--- config.mk ---
export PLATFORM = sky130hd
export DESIGN_NAME = bnn_weight_streamer
export DESIGN_NICKNAME = d
export VERILOG_FILES = /design/src/rtl/bnn_weight_streamer.sv
export SDC_FILE = /design/constraint.sdc
export NUM_CORES = 1
export LEC_CHECK = 0
export CORE_UTILIZATION = 40
export DETAILED_ROUTE_END_ITERATION = 7
export PLACE_DENSITY = 0.69
export SETUP_SLACK_MARGIN = 0.4
export SLEW_MARGIN = 10
export SYNTH_ARGS = -nofsm -noshare
export SYNTH_HDL_FRONTEND = slang
export SYNTH_SLANG_ARGS = --single-unit
--- constraint.sdc ---
create_clock -name i_clk -period 1.3 [get_ports i_clk]
set_clock_uncertainty 0.05 [all_clocks]
set_input_delay 0.13 -clock i_clk [delete_from_list [all_inputs] [get_ports i_clk]]
set_output_delay 0.13 -clock i_clk [all_outputs]
set_load 0.1 [all_outputs]
--- src/rtl/bnn_weight_streamer.sv ---
// bnn_weight_streamer: turns valid/ready weight bytes into load_en-qualified lo/hi nibble pairs
module bnn_weight_streamer #(
    parameter int NUM_NEURONS = 12,
    parameter int IDX_W = 4
) (
    input  logic             i_clk,
    input  logic             i_reset,
    input  logic             i_ena,
    input  logic             i_start,
    input  logic             i_byte_valid,
    input  logic [7:0]       i_byte_data,
    output logic             o_byte_ready,
    output logic             o_load_en,
    output logic [3:0]       o_weight_nib,
    output logic [IDX_W-1:0] o_neuron_idx,
    output logic             o_busy,
    output logic             o_done
);
    localparam logic [2:0] IDLE = 3'd0, WAIT_BYTE = 3'd1, NIB_LO = 3'd2, NIB_HI = 3'd3, DONE = 3'd4;
    localparam logic [IDX_W-1:0] LAST = IDX_W'(NUM_NEURONS - 1);
    logic [2:0]       r_state, w_state_nx;
    logic [IDX_W-1:0] r_count, w_count_nx;
    logic [7:0]       r_hold, w_hold_nx;
    logic             r_load_en, w_last, w_hs;
    always_comb begin
        w_last = r_count == LAST;
        o_byte_ready = i_ena && (r_state == WAIT_BYTE || (r_state == NIB_HI && !w_last));
        w_hs = o_byte_ready && i_byte_valid;
        w_hold_nx = w_hs ? i_byte_data : r_hold;
        w_count_nx = (r_state == IDLE && i_start) ? '0 : (r_state == NIB_HI) ? r_count + IDX_W'(1) : r_count;
        w_state_nx = IDLE;
        case (r_state)
            IDLE:      w_state_nx = i_start ? WAIT_BYTE : IDLE;
            WAIT_BYTE: w_state_nx = w_hs ? NIB_LO : WAIT_BYTE;
            NIB_LO:    w_state_nx = NIB_HI;
            NIB_HI:    w_state_nx = w_last ? DONE : w_hs ? NIB_LO : WAIT_BYTE;
            default:   w_state_nx = IDLE;
        endcase
    end
    // outputs are registered from the next-state decode so they line up with the state they describe
    always_ff @(posedge i_clk) begin
        if (i_reset) begin
            r_state      <= IDLE;
            r_count      <= '0;
            r_hold       <= '0;
            r_load_en    <= 1'b0;
            o_weight_nib <= '0;
            o_neuron_idx <= '0;
            o_busy       <= 1'b0;
            o_done       <= 1'b0;
        end else if (i_ena) begin
            r_state      <= w_state_nx;
            r_count      <= w_count_nx;
            r_hold       <= w_hold_nx;
            r_load_en    <= w_state_nx == NIB_LO || w_state_nx == NIB_HI;
            o_weight_nib <= w_state_nx == NIB_HI ? w_hold_nx[7:4] : w_hold_nx[3:0];
            o_neuron_idx <= w_count_nx;
            o_busy       <= w_state_nx != IDLE;
            o_done       <= w_state_nx == DONE;
        end
    end
    assign o_load_en = r_load_en && i_ena;
endmodule

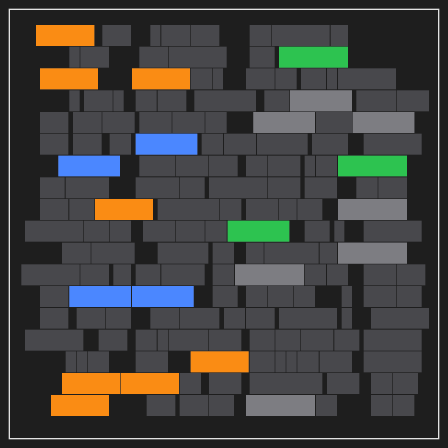
**Above:** run 1 (register map, names as in the netlist).
colour	name in the netlist	flops
blue	o_weight_nib	4
green	r_state	3
orange	r_hold	8
not coloured	7
power in sequential cells: 708 uW
Core Util, Final: 0.795

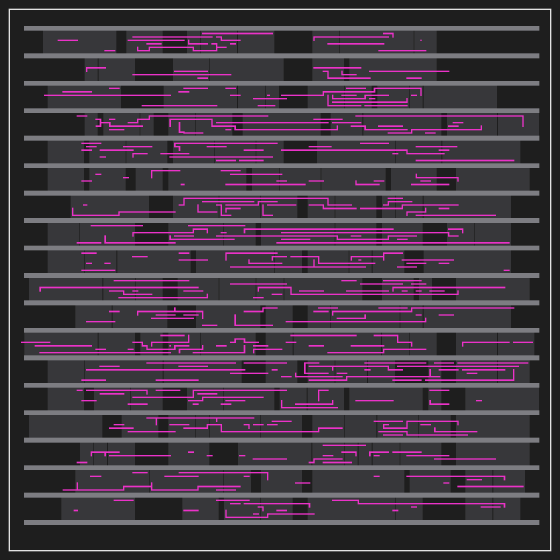
**Above:** run 1 (M1 wires).
Supply wires on this layer in grey.
nets with wire on the layer	148
wire length on this layer	1,320 um
final wirelength: 3240 um
global routing usage on met1: 0.253
via count: 1,068

==> results.txt, run 1 <==
Implementation run completed; key figures follow.

Cells and area:
- The run gives the number of clock-tree buffers in the layout as 4.
- The run puts the area taken by multi-input logic gates at 726 um2.
- The run gives the fraction of area in clock buffers and inverters as 0.0183.
- The run gives the data-path buffer share of cell area in the final layout as 0.355.
- The run gives the count of inverters other than clock inverters in the layout as 2.
- The biggest slice of the area belongs to multi-input combinational cells.
- By instance count after routing, the leading logic cell type is sky130_fd_sc_hd__buf_4.
- There are 22 flip-flops and latches.
- The largest registers in the layout are r_hold: 8 flops, o_weight_nib: 4 flops, r_count: 4 flops.
- According to the cell report, the number of logic gates is 76.
- The run puts the flip-flop count of the largest register after layout at 8.
- The run gives the proportion of layout cells with a drive suffix above 1 as 0.612.
- More flip-flops sit in one register than any other, and that register is r_hold.
- The run puts the layout-stage area growth over the synthesis result at 87.4%.
- In the layout the commonest cells are 21 x sky130_fd_sc_hd__buf_4, 15 x sky130_fd_sc_hd__buf_6, 14 x sky130_fd_sc_hd__mux2i_1, 13 x sky130_fd_sc_hd__buf_12, 12 x sky130_fd_sc_hd__nor2_1.
- The run puts the net count reported at finish at 180.
- Per the layout area report, the register area comes to 473 um2.
- The run puts the final instance count without filler cells at 195.
- The run puts the antenna diode count at 0.
- Multi-input logic gates represent a cell area share of 0.365.
- The run puts the finished layout cell area at 0.00199 mm2.
- The run gives the number of ordinary and repair buffers in the finished layout as 61.

Floorplanning:
- The run puts the floorplan row count at 18.
- The run gives the floorplan-stage core utilization as 0.424.
- The run gives the inserted tap cell count as 30.
- In this run the count of I/O pins placed on the die edge is 25.
- The vertical die dimension reported for this design is 53.5 um.
- The run puts the die width at 53.5 um.
- Per the OpenROAD floorplan log, the area of the core is 0.00250 mm2.
- The run puts the overall chip area at 0.00286 mm2.

Placed design:
- The run puts the final weighted congestion in routability-driven placement at 0.816.
- The run gives the post-placement cell area as 0.00162 mm2.
- The run puts the tally of buffers added on design ports at 24.
- After legalization and detailed placement, the total HPWL measured 1840 um.
- Counting tap cells, the placed design contains a total of 170 instances.
- The pre-CTS setup check shows a worst slack of -316 ps.

Yosys:
- The run puts the mapped cell area at 0.00106 mm2.
- A synthesized cell averages 10.0 um2.
- Warnings reported by Yosys during synthesis add up to 0.
- The number of cells reported by Yosys stat comes to 106.
- The cell-mix breakdown from Yosys lists the adder-cell area share as 0.0118.
- The run puts the synthesized-area fraction occupied by ao, oa, aoi and oai cells at 0.150.
- The run gives the post-synthesis instance total as 106.
- In this run, distinct cell masters in the synthesized netlist total 35.
- The run gives the fraction of synthesized cell area in xor and xnor cells as 0.0248.
- The run puts the fraction of the mapped netlist area in simple logic gates at 0.213.
- After synthesis, the cell types taking the most area are sky130_fd_sc_hd__dfxtp_1 42%, sky130_fd_sc_hd__mux2i_1 14%, sky130_fd_sc_hd__nor2_1 4.6%, sky130_fd_sc_hd__o221ai_1 3.3%, sky130_fd_sc_hd__or3b_2 3.3%.
- The synthesized design contains 22 register bits.
- In the synthesis report, Yosys lists the chip area as 0.00106 mm2.
- Of the post-synthesis cell area, the dominant cell type holds 0.415.
- The run gives the most area-hungry cell type in the Yosys netlist as sky130_fd_sc_hd__dfxtp_1.
- The synthesis run identifies the leading combinational cell family as simple AND/OR/NAND/NOR gates.
- Counting every net in the synthesized netlist gives 120.
- Of the synthesized area, sequential elements account for 0.415.
- The run puts the multiplexer fraction of the synthesized cell area at 0.142.

Routing:
- The run gives the wire length on met3 as 123 um.
- The run puts the vias per cell at 5.48.
- The run gives the total length of routed met2 wires as 1750 um.
- Before antenna repair, the detailed router went through 4 iterations.
- After detailed routing, no signal wire sits above met4.
- In this run the remaining antenna-violating nets after routing total 0.
- The run gives the wire length on met1 as 1320 um.
- The first routing iteration left 15 violations.
- The run puts the total DRC errors in the routed layout at 0.

Power:
- The report lists the power per cell area as 753 mW/mm2.
- The run gives the combinational power share as 0.271.
- The run gives the reported net switching power as 440 uW.
- Summed over all combinational cells, the power is 406 uW.
- The run gives the internal power as 1060 uW.
- The clock network consumes a total of 384 uW.
- The run gives the proportion of total power due to net switching as 0.294.
- The run gives the proportion of power drawn by the clock network as 0.256.
- The run puts the leakage power at 0.000802 uW.
- The power report attributes to the sequential group a share of 0.473.

Global route:
- The run gives the total congestion overflow after global routing as 0.
- The run puts the met2 layer usage reported by global route at 0.388.
- The via count of the first global-routing pass was 973.
- The run gives the initial antenna violation count as 0.
- The first global-routing pass estimated 4330 um of wire.

CTS:
- The run gives the maximum number of buffers from clock root to sink as 2.
- The run gives the TritonCTS clock tree as done.
- The run gives the clock tree root driver cell as sky130_fd_sc_hd__clkbuf_4.
- The run puts the total clock sinks at 22.
- The run puts the post-CTS setup buffer count at 15.
- For the worst-skew pair, the clock arrives at the later sink with an insertion delay of 310 ps.
- The run puts the clock transition at the registers of the reported paths at 120 ps.
- Per the CTS log, the maximum H-tree level is 1.
- TritonCTS created 3 clock buffers.
- The run puts the count of hold buffers inserted by post-cts repair at 0.
- Gates resized during post-CTS repair numbered 33.

STA:
- The run puts the upper clock frequency limit at 606 MHz.
- The run puts the final max-slew violation count at 0.
- The run puts the transition time at the pin with the least slew margin at 415 ps.
- Subtracting the final worst setup slack from the clock period gives 1650 ps.
- Checking max transition, the worst relative margin is 0.723.
- Setup repair after global routing could not meet its margin everywhere.
- Hold timing on the final database bottoms out at a slack of 370 ps.
- The run puts the final-layout setup total negative slack at -4000 ps.
- The run gives the number of endpoints failing setup at the final stage as 19.
- The run gives the final cycle utilization of the critical path as 1.27.
- The run gives the post-route worst setup slack as -349 ps.
- The run gives the final hold violation count as 0.

Job:
- The run puts the OpenROAD warning count at 29.

Outcome:
- The final reports fail on setup timing.
- The run finished, with violations left.

Setup path:
- The worst setup path is of the reg -> out kind.
- The run gives the delay of the slowest cell on the worst path as 380 ps.
- Per the STA report, the cell with the highest stage delay on the worst path is sky130_fd_sc_hd__dfxtp_4.
- Along the worst path, the maximum fanout reaches 3.
- The run puts the worst path buffer plus inverter count at 1.
- STA classifies the critical path endpoint as an output pin.
- For flop-to-flop paths, the worst setup slack is -290 ps.
- The signal on the critical path passes through ha_4 > nand4b_1 > and3_4 > buf_12.
- The timing report attributes the biggest portion of critical-path delay to simple AND/OR/NAND/NOR gates.
- The run gives the arrival time at the worst endpoint as 1470 ps.
- The run gives the required time at the worst-slack endpoint as 1120 ps.

Worst hold path:
- The run gives the path class of the lowest-slack min-delay path as in -> reg.
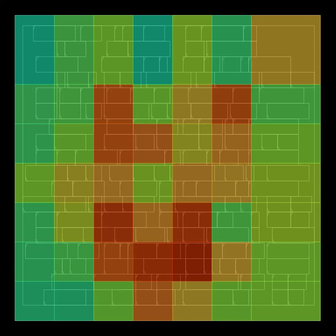
**Above:** run 1 (track usage over the die).
met3 demand-to-capacity share in global routing: 0.0259
routed len/inst: 16.6 um
global route hottest layer: met2
total global-route track usage: 0.217

==> run 1: final timing paths <==
kind | start | to | cells past startpoint
setup / recovery | r_count[0] | o_byte_ready | 4
hold / removal | i_ena | o_weight_nib[0] | 4
setup reg to reg | r_count[1] | r_hold[0] | 7
hold reg to reg | r_load_en | r_load_en | 1
==> run 1: cells in the mapped netlist, drive strengths merged <==
master  instances
dfxtp          22
mux2i          15
nor2           13
a21oi           5
buf             4
o221ai          4
or3b            4
nand2           3
nand2b          3
nand3           3
xor2            3
a211oi          2
and2            2
and3            2
clkbuf          2
inv             2
nand4           2
nor3b           2
o211ai          2
a21o            1
a311oi          1
a31oi           1
and2b           1
ha              1
nand4b          1
nor2b           1
o211a           1
o21a            1
o21ai           1
o31a            1
**Run 1: I/O nets highlighted**

Scale bar: 20 um.
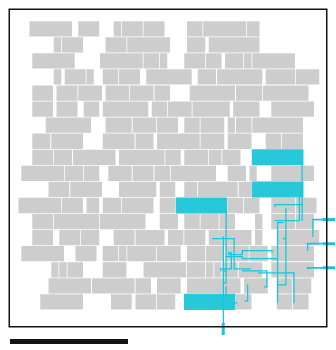

## Run 2: what changed since run 1
- CAP_MARGIN: not set -> 20
- PLACE_DENSITY: 0.69 -> 0.66
- clock period: 1.3 -> 1.8 ns (I/O delays scaled with it)
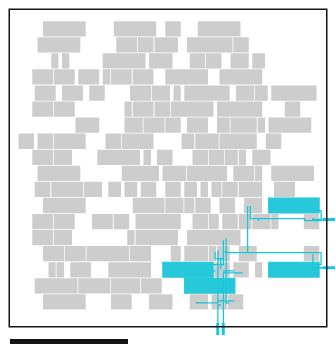
**Above:** run 2 (I/O nets highlighted).
Scale bar: 20 um.
colour	port	direction	edge	end cells	buffers	wire
cyan	o_neuron_idx	output	2 bottom, 2 right	4	6	106 um
number of top-level pins: 25
count of input and output buffers: 24

==> run 2 against run 1 <==
Against the previous run:
- the run now ends clean
- clock power is 41% lower
- core utilization is 14 points lower
- combinational power is 43% lower
- global-route usage is 3.0 points lower
- clock-buffer cell count stayed put
- largest power group unchanged
==> results.txt, run 2 <==
Implementation run completed; key figures follow.

CTS:
- The post-CTS setup buffer count is 10 (was 15).
- The run puts the maximum level of the CTS H-tree at 1 (unchanged).
- The run gives the clock latency on the worst-skew pair as 300 ps (was 310 ps).
- The run puts the total clock buffers created by CTS at 3 (unchanged).
- The clock transition at the registers of the reported paths was 120 ps (about the same).
- The run puts the number of cells upsized or downsized after cts at 9 (was 33).
- The run gives the TritonCTS clock tree as done (unchanged).
- The maximum number of buffers from clock root to sink came to 2 (unchanged).
- The run gives the count of hold buffers inserted by post-cts repair as 0 (unchanged).
- The total clock sinks was 22 (unchanged).
- The run gives the clock tree root driver cell as sky130_fd_sc_hd__clkbuf_4 (unchanged).

STA:
- The run puts the final worst hold slack at 440 ps (was 370 ps).
- The run gives the final cycle utilization of the critical path as 0.877.
- The run gives the upper clock frequency limit as 633 MHz.
- Unrepaired setup endpoints after global routing: true (unchanged).
- The run gives the worst slew margin relative to its limit as 0.756 (was 0.723).
- The number of endpoints failing setup at the final stage is 0 (was 19).
- The run gives the final hold violation count as 0 (unchanged).
- The final max-slew violation count is 0 (unchanged).
- The post-route worst setup slack came to 221 ps (was -349 ps).
- The run gives the transition time at the pin with the least slew margin as 366 ps (was 415 ps).
- The run puts the final critical delay including setup and external delays at 1580 ps.
- The run gives the final-layout setup total negative slack as 0 ps (was -4000 ps).

Cells and area:
- The layout-stage area growth over the synthesis result is 53.5% (was 87.4%).
- The run gives the antenna diode count as 0 (unchanged).
- The run gives the final design utilization as 0.652 (was 0.795).
- The top register by number of flip-flops was r_hold (unchanged).
- The run gives the flip-flop count of the largest register after layout as 8 (unchanged).
- The run gives the most common logic cell in the routed design as sky130_fd_sc_hd__buf_4 (unchanged).
- The run puts the net count reported at finish at 162 (was 180).
- The run puts the finished layout cell area at 0.00163 mm2 (was 0.00199 mm2).
- Biggest regs: r_hold: 8 flops, o_weight_nib: 4 flops, r_count: 4 flops (unchanged).
- Most numerous logic cells after layout: 21 x sky130_fd_sc_hd__buf_4, 15 x sky130_fd_sc_hd__dfxtp_1, 14 x sky130_fd_sc_hd__mux2i_1, 13 x sky130_fd_sc_hd__nor2_1, 12 x sky130_fd_sc_hd__clkdlybuf4s50_1 (was 21 x sky130_fd_sc_hd__buf_4, 15 x sky130_fd_sc_hd__buf_6, 14 x sky130_fd_sc_hd__mux2i_1, 13 x sky130_fd_sc_hd__buf_12, 12 x sky130_fd_sc_hd__nor2_1).
- The proportion of layout cells with a drive suffix above 1 came to 0.456 (was 0.612).

Routing:
- The run gives the post-detailed-routing wire length as 2530 um (was 3240 um).
- The run puts the total DRC errors in the routed layout at 0 (unchanged).
- The vias per cell was 5.25 (was 5.48).
- The run gives the total length of routed met2 wires as 1280 um (was 1750 um).
- The run puts the count of antenna-violating nets left after detailed routing at 0 (unchanged).
- The run puts the detailed-routing iteration count for the pre-antenna-repair pass at 4 (unchanged).
- The run gives the wire length on met1 as 1140 um (was 1320 um).
- The vias after detailed routing is 929 (was 1,068).
- The run gives the detail-routed net length per standard cell as 14.3 um (was 16.6 um).
- The run gives the uppermost layer routed as met4 (unchanged).
- The run gives the initial detailed-routing violation count as 16 (was 15).
- The wire length on met3 came to 94 um (was 123 um).

Floorplanning:
- The die width was 53.5 um (unchanged).
- The run gives the overall chip area as 0.00286 mm2 (unchanged).
- The run gives the floorplan-stage core utilization as 0.424 (unchanged).
- The run gives the area of the placeable core as 0.00250 mm2 (unchanged).
- The run puts the die extent in y at 53.5 um (unchanged).
- The run puts the floorplan row count at 18 (unchanged).

Setup path:
- The run gives the number of logic stages on the critical path including buffering as 4 (unchanged).
- The run puts the delay of the slowest cell on the worst path at 370 ps (was 380 ps).
- The run puts the internal reg-to-reg setup slack at 320 ps (was -290 ps).
- The reg-to-reg critical path endpoint was r_hold[2] (was r_hold[0]).
- The run gives the arrival time at the worst endpoint as 1350 ps (was 1470 ps).
- The critical path's top delay family was flip-flops (was simple AND/OR/NAND/NOR gates).
- The worst path buffer plus inverter count is 1 (unchanged).
- The kind of critical path is reg -> out (unchanged).
- The destination of the critical timing path is o_byte_ready (unchanged).
- The run gives the element type at the critical path end as an output pin (unchanged).
- The run puts the maximum net fanout on the critical path at 2 (was 3).
- The startpoint kind of the worst setup timing path was a flop (unchanged).
- The reg-to-reg critical path startpoint is r_count[0] (was r_count[1]).
- The run gives the number of cells traversed by the worst register-to-register path as 7 (unchanged).
- Critical Path, Cell by Cell: ha_4 > nand4b_1 > and3_4 > buf_12 (unchanged).
- The run gives the start point of the critical path as r_count[0] (unchanged).
- The cell with the largest stage delay on the worst path is sky130_fd_sc_hd__dfxtp_4 (unchanged).

Placed design:
- The run gives the HPWL after detailed placement as 1750 um (was 1840 um).
- The run gives the post-placement setup slack as 115 ps (was -316 ps).
- The final weighted congestion in routability-driven placement came to 0.701 (was 0.816).
- The post-placement cell area is 0.00140 mm2 (was 0.00162 mm2).

Worst hold path:
- The critical hold path startpoint is o_done (was i_ena).
- The path class of the lowest-slack min-delay path is reg -> reg (was in -> reg).
- The sink of the worst hold path was o_done (was o_weight_nib[0]).
- The run gives the cell depth of the worst hold path as 2 (was 4).

Yosys:
- The run gives the main logic family after synthesis as simple AND/OR/NAND/NOR gates (unchanged).
- The run puts the sequential fraction of the synthesis area at 0.415 (unchanged).
- The run gives the number of storage elements in the synthesis netlist as 22 (unchanged).
- The run gives the most frequent cell after synthesis as sky130_fd_sc_hd__dfxtp_1 (unchanged).
- The multiplexer fraction of the synthesized cell area is 0.142 (unchanged).
- Top cells, area: sky130_fd_sc_hd__dfxtp_1 42%, sky130_fd_sc_hd__mux2i_1 14%, sky130_fd_sc_hd__nor2_1 4.6%, sky130_fd_sc_hd__o221ai_1 3.3%, sky130_fd_sc_hd__or3b_2 3.3% (unchanged).
- The run gives the post-synthesis async set-or-reset flop share as 0 (unchanged).
- The run puts the mean instance size in the synthesized netlist at 10.0 um2 (unchanged).
- The run gives the number of nets produced by synthesis as 120 (unchanged).
- The run gives the most area-hungry cell type in the Yosys netlist as sky130_fd_sc_hd__dfxtp_1 (unchanged).
- The run puts the post-synthesis instance total at 106 (unchanged).
- The run puts the adder-cell share of the synthesized area at 0.0118 (unchanged).
- The run puts the mapped cell area at 0.00106 mm2 (unchanged).
- The fraction of the mapped netlist area in simple logic gates is 0.213 (unchanged).
- The run puts the chip area line of the yosys report at 0.00106 mm2 (unchanged).
- The number of warnings printed during yosys synthesis is 0 (unchanged).
- The run gives the top-area cell type share of the netlist area as 0.415 (unchanged).
- Synth top cells by count: 22 x sky130_fd_sc_hd__dfxtp_1, 15 x sky130_fd_sc_hd__mux2i_1, 13 x sky130_fd_sc_hd__nor2_1 (unchanged).
- The number of distinct standard cells referenced by the synthesized netlist was 35 (unchanged).
- The synthesized-area fraction occupied by ao, oa, aoi and oai cells is 0.150 (unchanged).
- The predominant post-synthesis flop cell is sky130_fd_sc_hd__dfxtp_1 (unchanged).
- The run puts the fraction of synthesized cell area in xor and xnor cells at 0.0248 (unchanged).
- The run puts the post-synth tally of flip-flops with integrated enable at 0 (unchanged).

Power:
- The run gives the leakage power as 0.000658 uW (was 0.000802 uW).
- The run puts the power per cell area at 595 mW/mm2 (was 753 mW/mm2).

Outcome:
- Status: complete, no violations (was complete, but fails checks).

Global route:
- The run gives the via count of the first global-routing pass as 904 (was 973).
- The run gives the global routing usage summed across all routing layers as 0.187 (was 0.217).
- The run puts the initial antenna violation count at 0 (unchanged).
- The run gives the total congestion overflow after global routing as 0 (unchanged).
- The run gives the first-pass GRT wire length as 3840 um (was 4330 um).

Job:
- The number of max-cap violations came to 0 (unchanged).
run 2: per-layer routing:
| layer | global-route usage | vias to the layer above |
|---|---|---|
| li1 | - | 469 |
| met1 | 0.216 | 440 |
| met2 | 0.348 | 18 |
| met3 | 0.0287 | 2 |
| met4 | 0.0526 | 0 |
| met5 | 0 | - |
run 2: metrics by stage:
step,instances,total power [uW]
after global routing,177,1020
final,177,969
after floorplan,106,644
after CTS,175,967
after detailed placement,161,719
after global placement,161,716
run 2: layout make-up:
class	count	area [um2]
clock buffers	4	26.3
fillers	218	871
inverters	2	10.0
multi-input cells	76	679
flip-flops and latches	22	459
well taps	30	37.5
repair buffers	43	417
run 2: report_power, final:
part | total, uW | internal, uW | switching (uW)
logic | 231 | 103 | 128
registers | 510 | 496 | 14.1
clock network | 227 | 86.1 | 141
**Run 2: M1 wires**

Supply wires on this layer in grey.
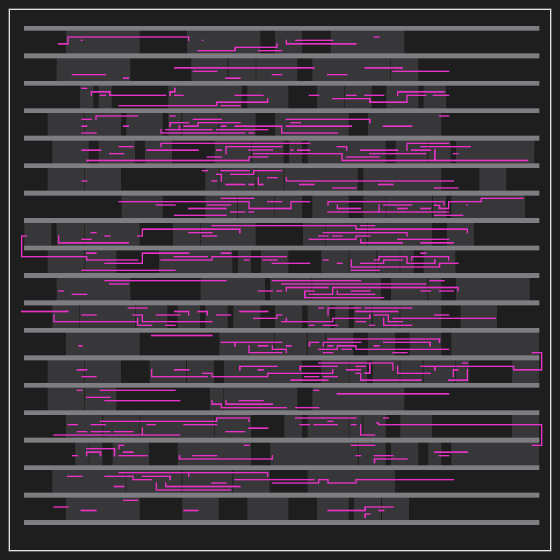

## Run 3: what changed since run 2
- CAP_MARGIN: 20 -> not set
- CORE_UTILIZATION: 40 -> 44
- HOLD_SLACK_MARGIN: not set -> 0.15
- PLACE_DENSITY: 0.66 -> 0.72
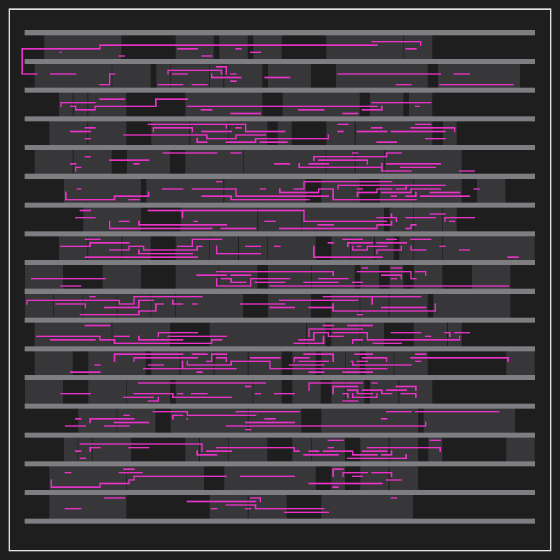
**Above:** run 3 (M1 wires).
Supply wires on this layer in grey.
wire length on this layer	1,090 um
nets with wire on the layer	138
share of all routed wire	46%
longest straight run	26.2 um
via count: 924
final wirelength: 2380 um

==> run 3 against run 2 <==
Against the previous run:
- power increased by 9.4%
- core utilization increased by 6.0 points
- largest cell class unchanged
- die size decreased by 8.8%
- combinational power decreased by 6%
- critical endpoint unchanged
- largest power group unchanged
- critical path type unchanged
- sequential power about the same
==> results.txt, run 3 <==
Implementation run completed; key figures follow.

Yosys:
- The top-area cell type share of the netlist area came to 0.415 (unchanged).
- The most frequent cell after synthesis was sky130_fd_sc_hd__dfxtp_1 (unchanged).
- The run puts the number of storage elements in the synthesis netlist at 22 (unchanged).
- The number of cells in the yosys synthesis report came to 106 (unchanged).
- The predominant post-synthesis flop cell was sky130_fd_sc_hd__dfxtp_1 (unchanged).
- The run gives the fraction of the mapped netlist area in simple logic gates as 0.213 (unchanged).
- Synth top cells by count: 22 x sky130_fd_sc_hd__dfxtp_1, 15 x sky130_fd_sc_hd__mux2i_1, 13 x sky130_fd_sc_hd__nor2_1 (unchanged).
- The run puts the fraction of synthesized cell area in xor and xnor cells at 0.0248 (unchanged).
- The run gives the number of nets produced by synthesis as 120 (unchanged).
- The run gives the multiplexer fraction of the synthesized cell area as 0.142 (unchanged).
- The post-synthesis instance total is 106 (unchanged).
- The main logic family after synthesis is simple AND/OR/NAND/NOR gates (unchanged).
- The most area-hungry cell type in the Yosys netlist is sky130_fd_sc_hd__dfxtp_1 (unchanged).
- The run puts the post-synth tally of flip-flops with integrated enable at 0 (unchanged).
- The run puts the post-synthesis async set-or-reset flop share at 0 (unchanged).
- The sequential fraction of the synthesis area came to 0.415 (unchanged).
- The mapped cell area was 0.00106 mm2 (unchanged).
- The chip area line of the yosys report came to 0.00106 mm2 (unchanged).
- The run puts the synthesized-area fraction occupied by ao, oa, aoi and oai cells at 0.150 (unchanged).
- The run puts the mean instance size in the synthesized netlist at 10.0 um2 (unchanged).
- The adder-cell share of the synthesized area is 0.0118 (unchanged).
- Top cells, area: sky130_fd_sc_hd__dfxtp_1 42%, sky130_fd_sc_hd__mux2i_1 14%, sky130_fd_sc_hd__nor2_1 4.6%, sky130_fd_sc_hd__o221ai_1 3.3%, sky130_fd_sc_hd__or3b_2 3.3% (unchanged).
- The run puts the number of distinct standard cells referenced by the synthesized netlist at 35 (unchanged).
- The run gives the number of warnings printed during yosys synthesis as 0 (unchanged).

Setup path:
- The cell with the largest stage delay on the worst path is sky130_fd_sc_hd__dfxtp_4 (unchanged).
- The run gives the kind of critical path as reg -> out (unchanged).
- The startpoint kind of the worst setup timing path is a flop (unchanged).
- The run gives the internal reg-to-reg setup slack as 290 ps (was 320 ps).
- The run puts the number of cells traversed by the worst register-to-register path at 7 (unchanged).
- The run gives the reg-to-reg critical path endpoint as r_hold[1] (was r_hold[2]).
- The reg-to-reg critical path startpoint is r_count[0] (unchanged).
- The run gives the arrival time at the worst endpoint as 1350 ps (about the same).
- The run gives the required time at the worst-slack endpoint as 1570 ps (about the same).
- The run gives the number of logic stages on the critical path including buffering as 4 (unchanged).
- The run puts the maximum net fanout on the critical path at 2 (unchanged).
- Critical Path, Cell by Cell: ha_4 > nand4b_1 > and3_4 > buf_12 (unchanged).
- The delay of the slowest cell on the worst path is 370 ps (about the same).
- The worst path buffer plus inverter count was 1 (unchanged).
- The critical path's top delay family was flip-flops (unchanged).
- The run gives the element type at the critical path end as an output pin (unchanged).

Power:
- The run gives the power per cell area as 667 mW/mm2 (was 595 mW/mm2).
- The run puts the reported net switching power at 298 uW (was 283 uW).
- The leakage power was 0.000656 uW (was 0.000658 uW).
- The combinational power was 218 uW (was 231 uW).
- The run gives the share of power burned in registers as 0.482 (was 0.527).
- The run puts the proportion of total power due to net switching at 0.282 (was 0.293).
- The internal power came to 762 uW (was 685 uW).
- The leading power group is sequential cells (unchanged).
- The run puts the largest voltage drop on the vdd net at 422 uV (was 398 uV).
- The run gives the proportion of power drawn by the clock network as 0.313 (was 0.235).
- The clock network power consumption came to 331 uW (was 227 uW).
- The run gives the sum of internal, switching and leakage power as 1060 uW (was 969 uW).
- The combinational power share is 0.205 (was 0.239).
- The run gives the sequential power as 511 uW (was 510 uW).

STA:
- The run puts the final-layout setup total negative slack at 0 ps (unchanged).
- The run gives the number of endpoints failing setup at the final stage as 0 (unchanged).
- The run gives the final critical delay including setup and external delays as 1580 ps (about the same).
- The run gives the upper clock frequency limit as 632 MHz (was 633 MHz).
- Unrepaired setup endpoints after global routing: true (unchanged).
- The run gives the post-route worst setup slack as 217 ps (was 221 ps).
- The run gives the final max-slew violation count as 0 (unchanged).
- The run puts the final cycle utilization of the critical path at 0.880 (was 0.877).
- The run puts the worst slew margin relative to its limit at 0.734 (was 0.756).
- The run puts the transition time at the pin with the least slew margin at 398 ps (was 366 ps).
- The run puts the final worst hold slack at 435 ps (was 440 ps).
- The run puts the final hold violation count at 0 (unchanged).

Cells and area:
- The run puts the layout-stage area growth over the synthesis result at 49.9% (was 53.5%).
- The run puts the final instance count without filler cells at 173 (was 177).
- The run gives the finished layout cell area as 0.00159 mm2 (was 0.00163 mm2).
- The fraction of area in clock buffers and inverters came to 0.0299 (was 0.0161).
- The run puts the multi-input logic portion of the cell area at 0.411 (was 0.417).
- The run gives the net count reported at finish as 160 (was 162).
- The share of cell area taken by flip-flops and latches came to 0.290 (was 0.282).
- The area taken by multi-input logic gates came to 653 um2 (was 679 um2).
- Most numerous logic cells after layout: 21 x sky130_fd_sc_hd__buf_4, 15 x sky130_fd_sc_hd__dfxtp_1, 14 x sky130_fd_sc_hd__mux2i_1, 13 x sky130_fd_sc_hd__nor2_1, 12 x sky130_fd_sc_hd__clkdlybuf4s50_1 (unchanged).
- The run puts the area taken by flip-flops and latches at 462 um2 (was 459 um2).
- The run gives the flip-flop count of the largest register after layout as 8 (unchanged).
- The run gives the data-path buffer share of cell area in the final layout as 0.242 (was 0.256).
- The run gives the count of inverters other than clock inverters in the layout as 2 (unchanged).
- The run puts the final design utilization at 0.712 (was 0.652).
- The run gives the top register by number of flip-flops as r_hold (unchanged).
- The run gives the antenna diode count as 0 (unchanged).
- The run puts the number of clock-tree buffers in the layout at 4 (unchanged).
- The run puts the proportion of layout cells with a drive suffix above 1 at 0.421 (was 0.456).
- The most common logic cell in the routed design is sky130_fd_sc_hd__buf_4 (unchanged).
- The run gives the number of fill cells as 168 (was 218).
- The run puts the number of multi-input logic gates at 76 (unchanged).
- The number of ordinary and repair buffers in the finished layout came to 41 (was 43).
- Biggest regs: r_hold: 8 flops, o_weight_nib: 4 flops, r_count: 4 flops (unchanged).
- The biggest area consumer among cell classes was multi-input combinational cells (unchanged).
- The flip-flop and latch count is 22 (unchanged).

Placed design:
- The run gives the final weighted congestion in routability-driven placement as 0.753 (was 0.701).
- The run gives the tally of buffers added on design ports as 24 (unchanged).
- The run gives the post-placement setup slack as 137 ps (was 115 ps).
- The run puts the HPWL after detailed placement at 1600 um (was 1750 um).
- The run puts the post-placement cell area at 0.00138 mm2 (was 0.00140 mm2).
- The run puts the number of instances in the placed design at 158 (was 161).

Global route:
- The run gives the global routing usage summed across all routing layers as 0.196 (was 0.187).
- The via count of the first global-routing pass was 853 (was 904).
- The run puts the total congestion overflow after global routing at 0 (unchanged).
- The run gives the initial antenna violation count as 0 (unchanged).
- The first-pass GRT wire length came to 3750 um (was 3840 um).
- The largest net degree at the start of global routing was 14 (was 13).

Job:
- The run gives the number of max-cap violations as 0 (unchanged).
- The run puts the OpenROAD warning count at 29 (unchanged).

Floorplanning:
- The area of the placeable core was 0.00223 mm2 (was 0.00250 mm2).
- The run puts the die extent in y at 51.1 um (was 53.5 um).
- The run gives the floorplan row count as 17 (was 18).
- The run puts the inserted tap cell count at 28 (was 30).
- The overall chip area was 0.00261 mm2 (was 0.00286 mm2).
- The run gives the floorplan-stage core utilization as 0.475 (was 0.424).
- The run gives the number of top-level pins as 25 (unchanged).
- The run puts the die width at 51.1 um (was 53.5 um).

Routing:
- The run puts the vias per cell at 5.34 (was 5.25).
- The initial detailed-routing violation count was 6 (was 16).
- The run gives the detail-routed net length per standard cell as 13.8 um (was 14.3 um).
- The run puts the total DRC errors in the routed layout at 0 (unchanged).
- The detailed-routing iteration count for the pre-antenna-repair pass was 3 (was 4).
- The count of antenna-violating nets left after detailed routing was 0 (unchanged).

CTS:
- The run gives the total clock sinks as 22 (unchanged).
- The run puts the maximum level of the CTS H-tree at 1 (unchanged).
- The run gives the clock transition at the registers of the reported paths as 140 ps (was 120 ps).
- The maximum number of buffers from clock root to sink came to 2 (unchanged).
- The clock latency on the worst-skew pair is 310 ps (was 300 ps).
- The run gives the TritonCTS clock tree as done (unchanged).
- The total clock buffers created by CTS came to 3 (unchanged).
- The clock tree root driver cell was sky130_fd_sc_hd__clkbuf_4 (unchanged).

Outcome:
- Status: complete, no violations (unchanged).

Worst hold path:
- The cell depth of the worst hold path was 3 (was 2).
- The path class of the lowest-slack min-delay path is in -> reg (was reg -> reg).
- The critical hold path startpoint is i_byte_data[6] (was o_done).
- The run gives the sink of the worst hold path as r_hold[6] (was o_done).
-- run 3: what timing repair did --
item | CTS | global route
buffers inserted | 10 | 1
pin swaps | 3 | 7
setup endpoints to repair | 18 | 20
gates resized | 12 | 8
hold buffers | 0 | 0
-- run 3: layer usage --
metal  global-route usage  wire [um]
met1                0.250       1090
met2                0.327       1170
met3               0.0417         93
met4               0.0648         29
met5                    0          0
-- run 3: how the worst max path moves through the flow --
| stage | slack (ps) | from | end |
|---|---|---|---|
| floorplan | 120 | r_count[1] | r_hold[0] |
| global placement | 170 | i_ena | r_load_en |
| detailed placement | 140 | i_ena | r_load_en |
| CTS | 210 | r_count[0] | o_byte_ready |
| global route | 170 | r_count[1] | o_byte_ready |
| finish | 220 | r_count[0] | o_byte_ready |

==> layout pictures side by side <==
Signal wires on met2.
image #1
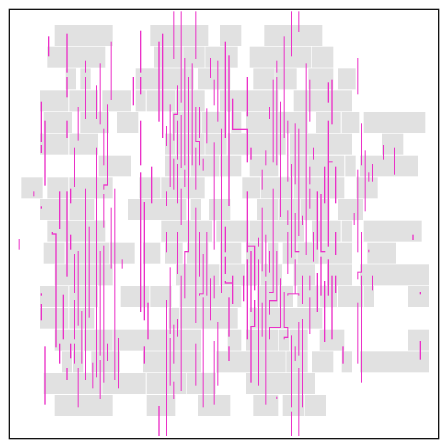
image #2
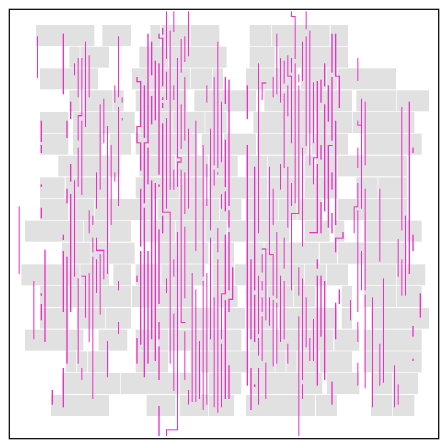
image #3
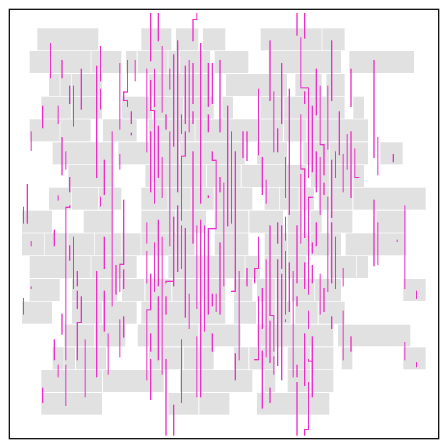
Image #3 is run 3.
Image #2 is run 1.
Image #1 is run 2.

Power and IR drop assume default switching activity.
